<file path="src/rtl/enum_index_pipe_if.sv">
// ---------------------------------------------------------------------------
// enum_index_pipe_if
//   Bundles the handshake, payload and counter signals of enum_index_pipe.
//   slave  : the index pipe itself (consumes sel/arr, produces out/out_oob)
//   master : the agent that feeds transactions and drains results
//
//   in_valid  / in_ready   : upstream handshake
//   sel, arr              : selector and flattened array (entry k = arr[k*W +: W])
//   out_valid / out_ready  : downstream handshake
//   out, out_oob          : selected entry and out-of-bounds flag
//   clr_count, oob_count  : synchronous clear and saturating OOB event count
// ---------------------------------------------------------------------------
interface enum_index_pipe_if #(
   parameter int W     = 32,
   parameter int N     = 4,
   parameter int SEL_W = 2,
   parameter int CNT_W = 8
) ();

   logic             in_valid;
   logic             in_ready;
   logic [SEL_W-1:0] sel;
   logic [N*W-1:0]   arr;
   logic             out_valid;
   logic             out_ready;
   logic [W-1:0]     out;
   logic             out_oob;
   logic             clr_count;
   logic [CNT_W-1:0] oob_count;

   modport slave (
      input  in_valid,
      output in_ready,
      input  sel,
      input  arr,
      output out_valid,
      input  out_ready,
      output out,
      output out_oob,
      input  clr_count,
      output oob_count
   );

   modport master (
      output in_valid,
      input  in_ready,
      output sel,
      output arr,
      input  out_valid,
      output out_ready,
      input  out,
      input  out_oob,
      output clr_count,
      input  oob_count
   );

endinterface

</file>
<file path="src/rtl/enum_index_pipe.sv">
// ---------------------------------------------------------------------------
// enum_index_pipe
//   Pipelined enum-offset array index. Each accepted transaction carries a
//   selector and a flattened array of N entries; the block computes
//   idx = sel + OFFSET and returns arr[idx] after STAGES register stages.
//   Out-of-range indices either clamp to the last entry (OOB_MODE 0) or
//   return zero (OOB_MODE 1); out_oob flags them in both modes, and a
//   saturating counter tallies accepted out-of-range transactions.
//
// Ports
//   clk  : rising-edge clock
//   rst  : asynchronous reset, active-high
//   bus  : enum_index_pipe_if.slave
//            in_valid/in_ready, sel, arr   - input handshake and payload
//            out_valid/out_ready, out,     - output handshake and result
//            out_oob
//            clr_count, oob_count          - OOB counter clear / value
//
// The whole pipeline advances together: a stalled output freezes every
// stage, so in_ready is simply "the output register can move".
// ---------------------------------------------------------------------------
module enum_index_pipe #(
   parameter int W        = 32,
   parameter int N        = 4,
   parameter int SEL_W    = 2,
   parameter int OFFSET   = 1,
   parameter int STAGES   = 2,
   parameter int OOB_MODE = 0,
   parameter int CNT_W    = 8
) (
   input  logic               clk,
   input  logic               rst,
   enum_index_pipe_if.slave   bus
);

   // One extra bit so sel + OFFSET never wraps.
   localparam int IDX_W = SEL_W + 1;

   // ------------------------------------------------------------------------
   // Helper functions
   // ------------------------------------------------------------------------

   // Saturating +1 for the OOB event counter.
   function automatic logic [CNT_W-1:0] sat_inc(input logic [CNT_W-1:0] v);
      logic [CNT_W-1:0] r;
      if (v == {CNT_W{1'b1}}) begin
         r = v;
      end else begin
         r = v + CNT_W'(1);
      end
      return r;
   endfunction

   // Out-of-range test done at 32 bits so N may exceed the index range.
   function automatic logic idx_is_oob(input logic [IDX_W-1:0] idx);
      return (32'(idx) >= 32'(N));
   endfunction

   // Entry selection including the out-of-range policy.
   function automatic logic [W-1:0] pick_entry(
      input logic [N*W-1:0]   a,
      input logic [IDX_W-1:0] idx,
      input logic             oob
   );
      logic [W-1:0] r;
      r = '0;
      if (oob) begin
         if (OOB_MODE == 0) begin
            r = a[(N-1)*W +: W];
         end
      end else begin
         for (int k = 0; k < N; k++) begin
            if (32'(idx) == 32'(k)) begin
               r = a[k*W +: W];
            end
         end
      end
      return r;
   endfunction

   // ------------------------------------------------------------------------
   // Control signals
   // ------------------------------------------------------------------------
   logic              advance;
   logic              accept;
   logic [STAGES-1:0] vld_p;
   logic [CNT_W-1:0]  oob_count_q;

   assign advance = !vld_p[STAGES-1] || bus.out_ready;
   assign accept  = bus.in_valid && advance;

   // ------------------------------------------------------------------------
   // Stage 0 (combinational): index arithmetic and select on live inputs.
   // Only W+1 bits (entry + oob flag) travel down the pipeline.
   // ------------------------------------------------------------------------
   logic [IDX_W-1:0] idx_p0;
   logic             oob_p0;
   logic [W-1:0]     data_p0;

   always_comb begin
      idx_p0  = {1'b0, bus.sel} + IDX_W'(OFFSET);
      oob_p0  = idx_is_oob(idx_p0);
      data_p0 = pick_entry(bus.arr, idx_p0, oob_p0);
   end

   // ------------------------------------------------------------------------
   // Stages 0..STAGES-1: valid bits (reset) and payload (no reset).
   // Every stage shifts on advance; nothing moves during a stall.
   // ------------------------------------------------------------------------
   logic [W-1:0]      data_p [STAGES];
   logic [STAGES-1:0] oob_p;

   always_ff @(posedge clk or posedge rst) begin
      if (rst) begin
         vld_p <= '0;
      end else if (advance) begin
         vld_p[0] <= accept;
         for (int i = 1; i < STAGES; i++) begin
            vld_p[i] <= vld_p[i-1];
         end
      end
   end

   always_ff @(posedge clk) begin
      if (advance) begin
         data_p[0] <= data_p0;
         oob_p[0]  <= oob_p0;
         for (int i = 1; i < STAGES; i++) begin
            data_p[i] <= data_p[i-1];
            oob_p[i]  <= oob_p[i-1];
         end
      end
   end

   // ------------------------------------------------------------------------
   // OOB event counter: clear wins over a coincident OOB accept.
   // ------------------------------------------------------------------------
   always_ff @(posedge clk or posedge rst) begin
      if (rst) begin
         oob_count_q <= '0;
      end else if (bus.clr_count) begin
         oob_count_q <= '0;
      end else if (accept && oob_p0) begin
         oob_count_q <= sat_inc(oob_count_q);
      end
   end

   // ------------------------------------------------------------------------
   // Output stage: payload is gated by valid so the visible out/out_oob are
   // zero whenever nothing valid sits in the last stage (including reset),
   // without needing a reset on the data registers.
   // ------------------------------------------------------------------------
   assign bus.in_ready  = advance;
   assign bus.out_valid = vld_p[STAGES-1];
   assign bus.out       = vld_p[STAGES-1] ? data_p[STAGES-1] : '0;
   assign bus.out_oob   = vld_p[STAGES-1] & oob_p[STAGES-1];
   assign bus.oob_count = oob_count_q;

endmodule

</file>
<file path="src/flat_wrapper.sv">
// flat-port wrapper written by rule: the top's interface ports become plain ports
module enum_index_pipe_flat 
#(
   parameter int W        = 32,
   parameter int N        = 4,
   parameter int SEL_W    = 2,
   parameter int OFFSET   = 1,
   parameter int STAGES   = 2,
   parameter int OOB_MODE = 0,
   parameter int CNT_W    = 8
)
  (clk, rst, bus_in_valid, bus_in_ready, bus_sel, bus_arr, bus_out_valid, bus_out_ready, bus_out, bus_out_oob, bus_clr_count, bus_oob_count);
  enum_index_pipe_if #(.W(W), .N(N), .SEL_W(SEL_W), .CNT_W(CNT_W)) bus_i ();
  input  logic clk;
  input  logic rst;
  input wire logic [$bits(bus_i.in_valid)-1:0] bus_in_valid;
  output wire logic [$bits(bus_i.in_ready)-1:0] bus_in_ready;
  input wire logic [$bits(bus_i.sel)-1:0] bus_sel;
  input wire logic [$bits(bus_i.arr)-1:0] bus_arr;
  output wire logic [$bits(bus_i.out_valid)-1:0] bus_out_valid;
  input wire logic [$bits(bus_i.out_ready)-1:0] bus_out_ready;
  output wire logic [$bits(bus_i.out)-1:0] bus_out;
  output wire logic [$bits(bus_i.out_oob)-1:0] bus_out_oob;
  input wire logic [$bits(bus_i.clr_count)-1:0] bus_clr_count;
  output wire logic [$bits(bus_i.oob_count)-1:0] bus_oob_count;
  assign bus_i.in_valid = bus_in_valid;
  assign bus_in_ready = bus_i.in_ready;
  assign bus_i.sel = bus_sel;
  assign bus_i.arr = bus_arr;
  assign bus_out_valid = bus_i.out_valid;
  assign bus_i.out_ready = bus_out_ready;
  assign bus_out = bus_i.out;
  assign bus_out_oob = bus_i.out_oob;
  assign bus_i.clr_count = bus_clr_count;
  assign bus_oob_count = bus_i.oob_count;
  enum_index_pipe #(.W(W), .N(N), .SEL_W(SEL_W), .OFFSET(OFFSET), .STAGES(STAGES), .OOB_MODE(OOB_MODE), .CNT_W(CNT_W)) u_core (.clk(clk), .rst(rst), .bus(bus_i));
endmodule
</file>
<file path="config.mk">
export PLATFORM = sky130hd
export DESIGN_NAME = enum_index_pipe_flat
export DESIGN_NICKNAME = d
export VERILOG_FILES = /design/src/rtl/enum_index_pipe_if.sv /design/src/rtl/enum_index_pipe.sv /design/src/flat_wrapper.sv
export SDC_FILE = /design/constraint.sdc
export NUM_CORES = 1
export LEC_CHECK = 0
export ABC_AREA = 1
export CELL_PAD_IN_SITES_DETAIL_PLACEMENT = 1
export CELL_PAD_IN_SITES_GLOBAL_PLACEMENT = 1
export CORE_MARGIN = 1.5
export CORE_UTILIZATION = 31
export DETAILED_ROUTE_END_ITERATION = 16
export PLACE_DENSITY_LB_ADDON = 0.1
export SLEW_MARGIN = 20
export SYNTH_ARGS = -nofsm -noshare
export SYNTH_HDL_FRONTEND = slang
export SYNTH_SLANG_ARGS = --single-unit
</file>
<file path="constraint.sdc">
create_clock -name clk -period 2.6 [get_ports clk]
set_input_delay 0.26 -clock clk [delete_from_list [all_inputs] [get_ports clk]]
set_output_delay 0.26 -clock clk [all_outputs]
set_load 0.03 [all_outputs]
</file>
==> impl_metrics.tcl <==
# flow metrics
set metrics [dict create \
    crit_end "bus_out[14]" \
    mux_share 0 \
    ctsHoldBuffers 0 \
    gp_congestion 0.807 \
    routed_via_density 4.51 \
    top_cell_area_share 0.559 \
    synth-adder-area-share 0.00353 \
    bufAreaShareNonClock 0.276 \
    synthTopCellsByArea "edfxtp_1 (56%), nand2_1 (16%), dfrtp_1 (7.1%)" \
    vias 2950 \
    max_cap_viol_count 0 \
    die_h_um 110 \
    lay_top_count "nand2_1" \
    final-hold-violation-count 0 \
    postRouteAntennaNets 0 \
    cp_slowest_stage_delay_ns 0.68 \
    die_w_um 110 \
    crit_slowest_cell "clkdlybuf4s50_1" \
    drive_above_1_share 0.0798 \
    pg_clk_uw 1170 \
    fin_ws_ns 0.543 \
    seq_power_share 0.444 \
    top_area_cell "edfxtp_1" \
    intPower_uw 2590 \
    numCtsBuffers 9 \
    seq_cell_power_uw 1550 \
    flop_area_um2 2230 \
    crit_fanout 22 \
    most_common_cell "nand2_1" \
    clock_power_share 0.334 \
    powerComb_uw 777 \
    p_per_area_nw_per_um2 646 \
    status "finished clean" \
    cts_root_buffer "clkbuf_16" \
    ir_drop_mv 0.258 \
    crit_path_end_kind "output port" \
    holdWs_ns 0.218 \
    firstDrtPassIters 4 \
    syn-instance-count 363 \
    track_usage 0.161 \
    cts_buffer_depth 2 \
    routed_wl_mm 9.03 \
    worstSetupStartpoint "u_core.vld_p[1]" \
    warning_count 58 \
    path_class "reg2out" \
    ys_seq_elements 76 \
    yosys.area_share.aoi 0.0152 \
    worst_pin_slew_ns 0.881 \
    synth_seq_share 0.629 \
    diodes 0 \
    syn-cell-area_um2 3550 \
    syn2layout_area_growth_pct 52.7 \
    rsz0062_at_grt "no" \
    p_sw_uw 907 \
    simple_gate_area_frac 0.274 \
    reg2reg_depth 8 \
    grt-ovfl-total 0 \
    hold_class "in2async" \
    cts_setup_buffers 0 \
    yosys-stat-cells 363 \
]
==> through the flow <==
step,area [um^2],total power [uW]
finish,5420,3500
global route,5420,3680
CTS,5420,3560
detailed placement,5140,2370
global placement,5140,2350
floorplan,3550,1960
==> worst register-to-register path: cells and delay by family, from the launching register on <==
kind | cells | cell delay (ns)
simple gates | 5 | 0.50
flops | 1 | 0.38
compound gates | 1 | 0.14
buf+inv | 2 | 0.48
==> per-layer routing <==
metal  GRT usage  part of all wire  up-vias  wire length (um)
li1            -                 -     1458                 -
met1       0.180              0.41     1381              3720
met2       0.273              0.48       99              4310
met3      0.0623             0.095       12               857
met4      0.0686             0.016        0               146
met5           0                 0        -                 0
==> flip-flops by register name, summed over array words and instances, names as in the netlist <==
register and cells:
u_core.oob_p 2, u_core.vld_p 2, u_core.bus.oob_count 8, u_core.data_p 64
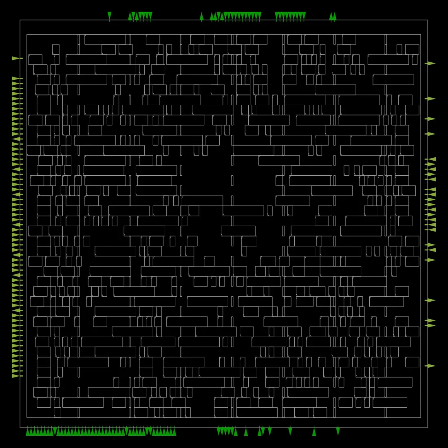
Fig. 1. Placed standard cells.
Rows: 38
FFs & Latches: 76
CORE AREA: 11,000 um^2

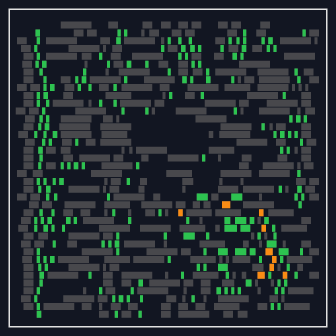
Fig. 2. Gate families picked out.
[NAND gates] green | cells: 202 | where: all over the die
[inverting AOI/OAI gates] orange | cells: 9 | where: bottom right
combinational fraction of the cell area: 0.194
post-route insts no fill: 654

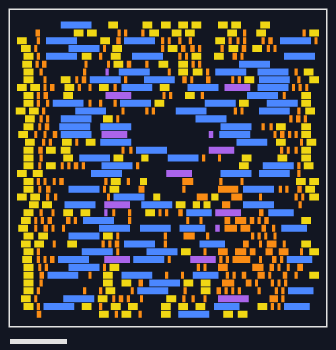
Fig. 3. Placement by cell class.
Bar = 20 um.
[combinational and other logic] orange | cells: 273 | share of their area: 24%
[clock drivers and dummy loads] purple | cells: 14 | share of their area: 5.2%
[flops] blue | cells: 76 | share of their area: 43%
[other buffers and delay cells] yellow | cells: 151 | share of their area: 29%
Seq area share: 0.412
post-route cell area: 5420 um^2
post-layout util: 0.493

Power and IR drop assume default switching activity.
